### Clock wiring as the flow saved it

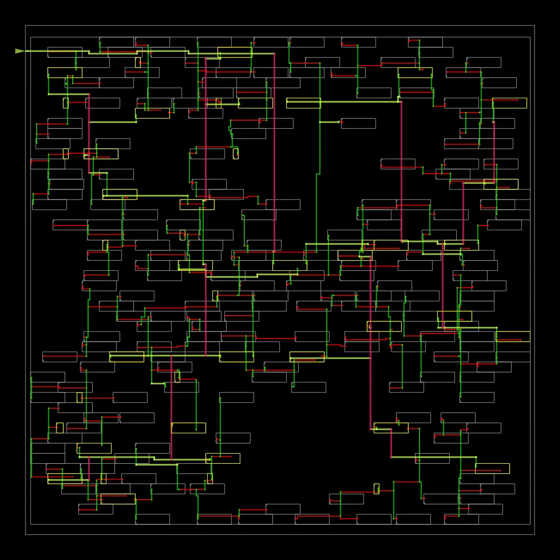
### Zoomed window

Region (77, 77) to (127, 127) um. Cells in gray, sequential cells in the stronger gray; small squares are vias.
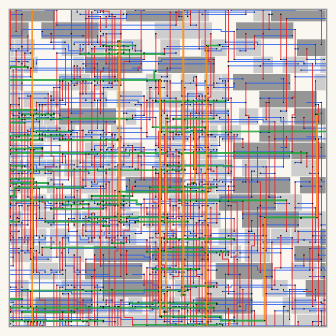
### Metal 4

Drawn at 3 px/um. Supply wires on this layer in gray.
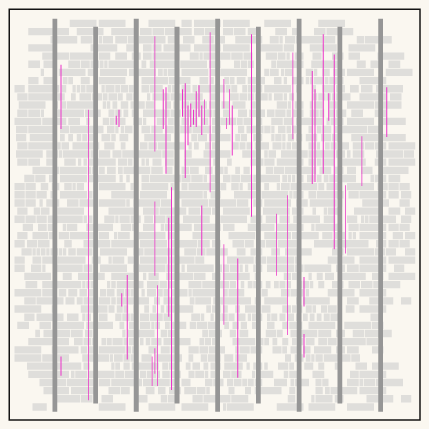
### Met3 routing

Drawn at 3 px/um.
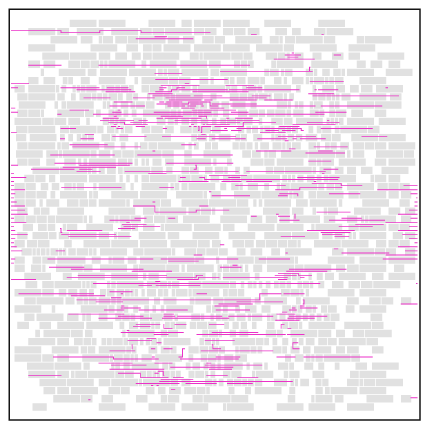
### Pin map

Drawn at 3 px/um. Pins as bars across the die edge, other pins in gray.
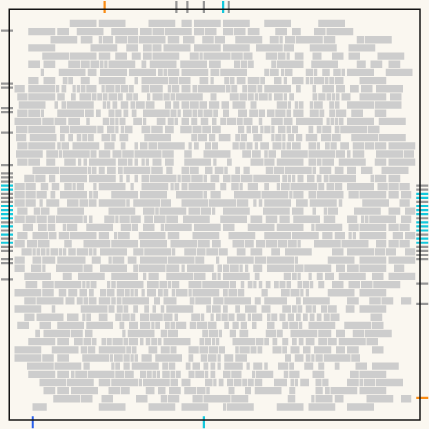
$ cat config.mk
export PLATFORM = sky130hd
export DESIGN_NAME = snddma_seq
export DESIGN_NICKNAME = d
export VERILOG_FILES = /design/src/rtl/snddma_seq.sv
export SDC_FILE = /design/constraint.sdc
export NUM_CORES = 1
export LEC_CHECK = 0
export CORE_UTILIZATION = 65
export CTS_CLUSTER_SIZE = 8
export DETAILED_ROUTE_END_ITERATION = 10
export GPL_ROUTABILITY_DRIVEN = 0
export HOLD_SLACK_MARGIN = 0.02
export PLACE_DENSITY = 0.82
export SLEW_MARGIN = 20
export SYNTH_ARGS = -nofsm -noshare
export SYNTH_HDL_FRONTEND = slang
export SYNTH_SLANG_ARGS = --single-unit
$ cat constraint.sdc
create_clock -name clk -period 7.7 [get_ports clk]
set_input_delay 1.54 -clock clk [delete_from_list [all_inputs] [get_ports clk]]
set_output_delay 1.54 -clock clk [all_outputs]
set_load 0.01 [all_outputs]
$ cat src/rtl/snddma_seq.sv
// snddma_seq: multi-channel sound DMA word-address sequencer.
// Each channel plays a frame [lbase, lend) with double-buffered base/end
// registers, optional repeat, and a maskable frame interrupt. One grant per
// clk is issued round-robin among running channels that request data.
module snddma_seq #(
  parameter int NCH = 2,
  parameter int AW  = 21,
  parameter int CW  = (NCH > 1) ? $clog2(NCH) : 1
) (
  input  logic            clk,
  input  logic            resb,
  input  logic            wr,
  input  logic [CW-1:0]   wch,
  input  logic [1:0]      wsel,
  input  logic [AW-1:0]   wdata,
  input  logic [NCH-1:0]  sreq,
  input  logic            slot,
  output logic [AW-1:0]   addr,
  output logic [CW-1:0]   ach,
  output logic            aval,
  output logic [NCH-1:0]  run,
  output logic [NCH-1:0]  sframe,
  output logic [NCH-1:0]  stoff,
  output logic            sint
);

  logic [NCH-1:0][AW-1:0] pbase, pend, lbase, lend, cnt, nxt;
  logic [NCH-1:0]         rpt, ien, irq;
  logic [NCH-1:0]         elig, hit, wctl, wbase, wend, fend, start, rej, iset;
  logic [CW-1:0]          ptr, gch;
  logic                   gnt;

  assign elig = run & sreq;
  assign sint = |(irq & ien);

  // Round-robin pick: scan from farthest to nearest after ptr so the
  // nearest eligible channel is the one left in gch.
  always_comb begin
    logic [CW-1:0] idx;
    idx = '0;
    gnt = 1'b0;
    gch = '0;
    for (int k = NCH; k >= 1; k--) begin
      idx = CW'((int'(ptr) + k) % NCH);
      if (elig[idx]) begin
        gnt = slot;
        gch = idx;
      end
    end
  end

  // Per-channel decode of this clk's write and grant events.
  always_comb begin
    for (int c = 0; c < NCH; c++) begin
      wctl[c]  = wr && (wsel == 2'd0) && (wch == CW'(c));
      wbase[c] = wr && (wsel == 2'd1) && (wch == CW'(c));
      wend[c]  = wr && (wsel == 2'd2) && (wch == CW'(c));
      hit[c]   = gnt && (gch == CW'(c));
      nxt[c]   = cnt[c] + AW'(1);
      fend[c]  = hit[c] && (nxt[c] == lend[c]);
      // start decision uses pre-clk run, so a same-clk frame end does not restart
      start[c] = wctl[c] && wdata[0] && !run[c];
      rej[c]   = start[c] && (pbase[c] == pend[c]);
      iset[c]  = fend[c] || rej[c];
    end
  end

  // Grant output register and round-robin pointer.
  always_ff @(posedge clk or negedge resb) begin
    if (!resb) begin
      aval <= 1'b0;
      addr <= '0;
      ach  <= '0;
      ptr  <= CW'(NCH - 1);
    end else begin
      aval <= gnt;
      if (gnt) begin
        addr <= cnt[gch];
        ach  <= gch;
        ptr  <= gch;
      end
    end
  end

  // Channel state: grant effects first, CPU write effects last so a
  // disable in the same clk as a grant still ends with run=0.
  always_ff @(posedge clk or negedge resb) begin
    if (!resb) begin
      pbase  <= '0;
      pend   <= '0;
      lbase  <= '0;
      lend   <= '0;
      cnt    <= '0;
      rpt    <= '0;
      ien    <= '0;
      irq    <= '0;
      run    <= '0;
      sframe <= '0;
      stoff  <= '0;
    end else begin
      for (int c = 0; c < NCH; c++) begin
        sframe[c] <= 1'b0;
        stoff[c]  <= 1'b0;
        if (wbase[c]) pbase[c] <= wdata;
        if (wend[c])  pend[c]  <= wdata;
        if (hit[c]) begin
          if (fend[c]) begin
            if (rpt[c]) begin
              // reload sees pending values from before this clk's write
              lbase[c]  <= pbase[c];
              lend[c]   <= pend[c];
              cnt[c]    <= pbase[c];
              sframe[c] <= 1'b1;
            end else begin
              run[c]   <= 1'b0;
              stoff[c] <= 1'b1;
            end
          end else begin
            cnt[c] <= nxt[c];
          end
        end
        if (wctl[c]) begin
          rpt[c] <= wdata[1];
          ien[c] <= wdata[3];
          if (!wdata[0]) begin
            run[c] <= 1'b0;
          end else if (start[c]) begin
            if (rej[c]) begin
              stoff[c] <= 1'b1;
            end else begin
              lbase[c]  <= pbase[c];
              lend[c]   <= pend[c];
              cnt[c]    <= pbase[c];
              run[c]    <= 1'b1;
              sframe[c] <= 1'b1;
            end
          end
        end
        // a frame-end set beats a same-clk write-1 clear
        irq[c] <= iset[c] | (irq[c] & ~(wctl[c] & wdata[2]));
      end
    end
  end

endmodule

==> impl_metrics.xml <==
<?xml version="1.0" encoding="UTF-8"?>
<metrics>
  <group name="clock_network">
    <metric name="cts_num_sinks" unit="">204</metric>
    <metric name="insertion_delay" unit="ps">540</metric>
    <metric name="cts_root_buf" unit="">clkbuf_16</metric>
    <metric name="cts_repair_resize_count" unit="">0</metric>
  </group>
  <group name="setup_path">
    <metric name="worst-r2r-setup-slack" unit="ps">3160</metric>
    <metric name="largest_stage_delay_on_the_critical_path" unit="ps">550</metric>
    <metric name="instance_count_on_the_critical_path" unit="">11</metric>
    <metric name="worstPathArrival" unit="ps">5430</metric>
    <metric name="worst_path_dominant_cell_family" unit="">simple AND/OR/NAND/NOR gates</metric>
    <metric name="worstReg2RegStart" unit="">cnt[21]$_DFF_PN0_</metric>
    <metric name="critPathLaunch" unit="">sreq[0]</metric>
    <metric name="reg2regPathDepth" unit="">11</metric>
    <metric name="criticalPathCategory" unit="">in2reg</metric>
    <metric name="startpoint_type" unit="">input pin</metric>
  </group>
  <group name="synthesis">
    <metric name="seq_area_frac_synth" unit="">0.435</metric>
    <metric name="synth.yosys.num_cells" unit="">1140</metric>
    <metric name="synth_flops" unit="">204</metric>
    <metric name="synth_largest_type_area_fraction" unit="">0.433</metric>
    <metric name="synthMostInstantiatedCell" unit="">dfrtp_1</metric>
    <metric name="edf_count" unit="">0</metric>
    <metric name="post_syn_instances" unit="">1140</metric>
    <metric name="synth.cellmix.simpleShare" unit="">0.162</metric>
    <metric name="ys_sh_mux" unit="">0.140</metric>
    <metric name="synth.area.top_cells" unit="">dfrtp_1, mux2_2, xnor2_1</metric>
    <metric name="async_flop_share" unit="">1.00</metric>
    <metric name="synthesis.yosys.warnings" unit="">0</metric>
    <metric name="ys.flop_type" unit="">dfrtp_1</metric>
    <metric name="yosysUniqueCellTypes" unit="">89</metric>
    <metric name="yosys.stat.chipArea" unit="um2">11700</metric>
  </group>
  <group name="final_layout">
    <metric name="final_cell_utilization_of_the_core" unit="">0.751</metric>
    <metric name="final-seq-area" unit="um2">5110</metric>
    <metric name="area_share_clock_buf_inv" unit="">0.0600</metric>
    <metric name="n_all_inverters" unit="">42</metric>
    <metric name="synth_to_final_area_change" unit="%">11.8</metric>
    <metric name="fin_nets" unit="">1193</metric>
    <metric name="antenna_cells" unit="">0</metric>
    <metric name="layout-drive-gt1-share" unit="">0.191</metric>
    <metric name="finish.instance_area" unit="um2">13100</metric>
    <metric name="mostFrequentLayoutCells" unit="">dfrtp_1, mux2_2, nand2_1</metric>
  </group>
  <group name="power">
    <metric name="leakagePower" unit="nW">5.43</metric>
    <metric name="clockPowerShare" unit="">0.260</metric>
    <metric name="share_seq_of_total_power" unit="">0.433</metric>
    <metric name="worst_ir_drop_vdd" unit="mV">0.249</metric>
    <metric name="power.density" unit="nW/um2">332</metric>
    <metric name="power_sequential" unit="mW">1.89</metric>
    <metric name="share_comb_of_total_power" unit="">0.307</metric>
  </group>
  <group name="route">
    <metric name="total_wire_length_after_detailed_routing" unit="um">32800</metric>
    <metric name="vias_per_cell" unit="">7.00</metric>
    <metric name="wl_met3" unit="um">3450</metric>
    <metric name="drt.antenna.violating_nets" unit="">0</metric>
    <metric name="drt_first_iter_violations" unit="">1576</metric>
  </group>
  <group name="sta">
    <metric name="total_count_of_hold_check_failures_in_the_final_report" unit="">0</metric>
    <metric name="layout_setup_ws" unit="ps">2690</metric>
    <metric name="max_clock_freq" unit="MHz">200</metric>
    <metric name="finalSetupViolCount" unit="">0</metric>
    <metric name="finalMaxSlewViolations" unit="">0</metric>
    <metric name="slew_headroom" unit="">0.389</metric>
  </group>
  <group name="global_route">
    <metric name="grtUsageTotal" unit="">0.365</metric>
    <metric name="grt_antenna_before_repair" unit="">0</metric>
    <metric name="gr-usage-met2" unit="">0.546</metric>
    <metric name="grt_busiest_layer" unit="">met2</metric>
    <metric name="grt_overflow" unit="">0</metric>
  </group>
  <group name="place">
    <metric name="detailedPlace.worstSlack" unit="ps">2280</metric>
    <metric name="place_hpwl" unit="um">22300</metric>
    <metric name="post-place-cells" unit="">1355</metric>
  </group>
  <group name="run_status">
    <metric name="run_status" unit="">complete, no violations</metric>
  </group>
  <group name="job">
    <metric name="drv.max_cap_violation_count" unit="">0</metric>
  </group>
  <group name="floorplan">
    <metric name="tap-cell-count" unit="">225</metric>
    <metric name="core_region" unit="um2">17500</metric>
    <metric name="floorplan.core_util" unit="">0.672</metric>
    <metric name="die-area" unit="um2">18600</metric>
  </group>
  <group name="hold_path">
    <metric name="min_delay_worst_type" unit="">reg2reg</metric>
  </group>
</metrics>
-- 'Clock wiring as the flow saved it' (at the start) --
count of clock-net buffers in the final layout: 42
number of CTS-inserted buffers: 29
Clk power: 1.13 mW

-- 'Zoomed window' (at the start) --
[green] M3
[orange] M4
[red] M2
[blue] M1
netlist names of flops here include: cnt (7), lend (7), pbase (6)
cells with their middle in the window: 203
sequential cells in the window: 27
most frequent: dfrtp_1 (27), mux2_2 (23), nand2_1 (16)

-- 'Metal 4' (at the start) --
nets with wire on the layer: 37
share of all routed wire: 3.4%

-- 'Met3 routing' (at the start) --
share of all routed wire: 11%
main direction: horizontal
longest straight run: 76.8 um
nets with wire on the layer: 244
wire length on this layer: 3450 um

-- 'Pin map' (at the start) --
[orange] sframe | pins: 2 | direction: output | edge: 1 top, 1 right
[blue] resb | pins: 1 | direction: input | edge: bottom
[cyan] addr | pins: 21 | direction: output | edge: 10 right, 9 left, 1 top, 1 bottom
all pins by edge: 30 left, 22 right, 6 top, 2 bottom

No activity file was given, so power comes from the tool's default toggle rates.
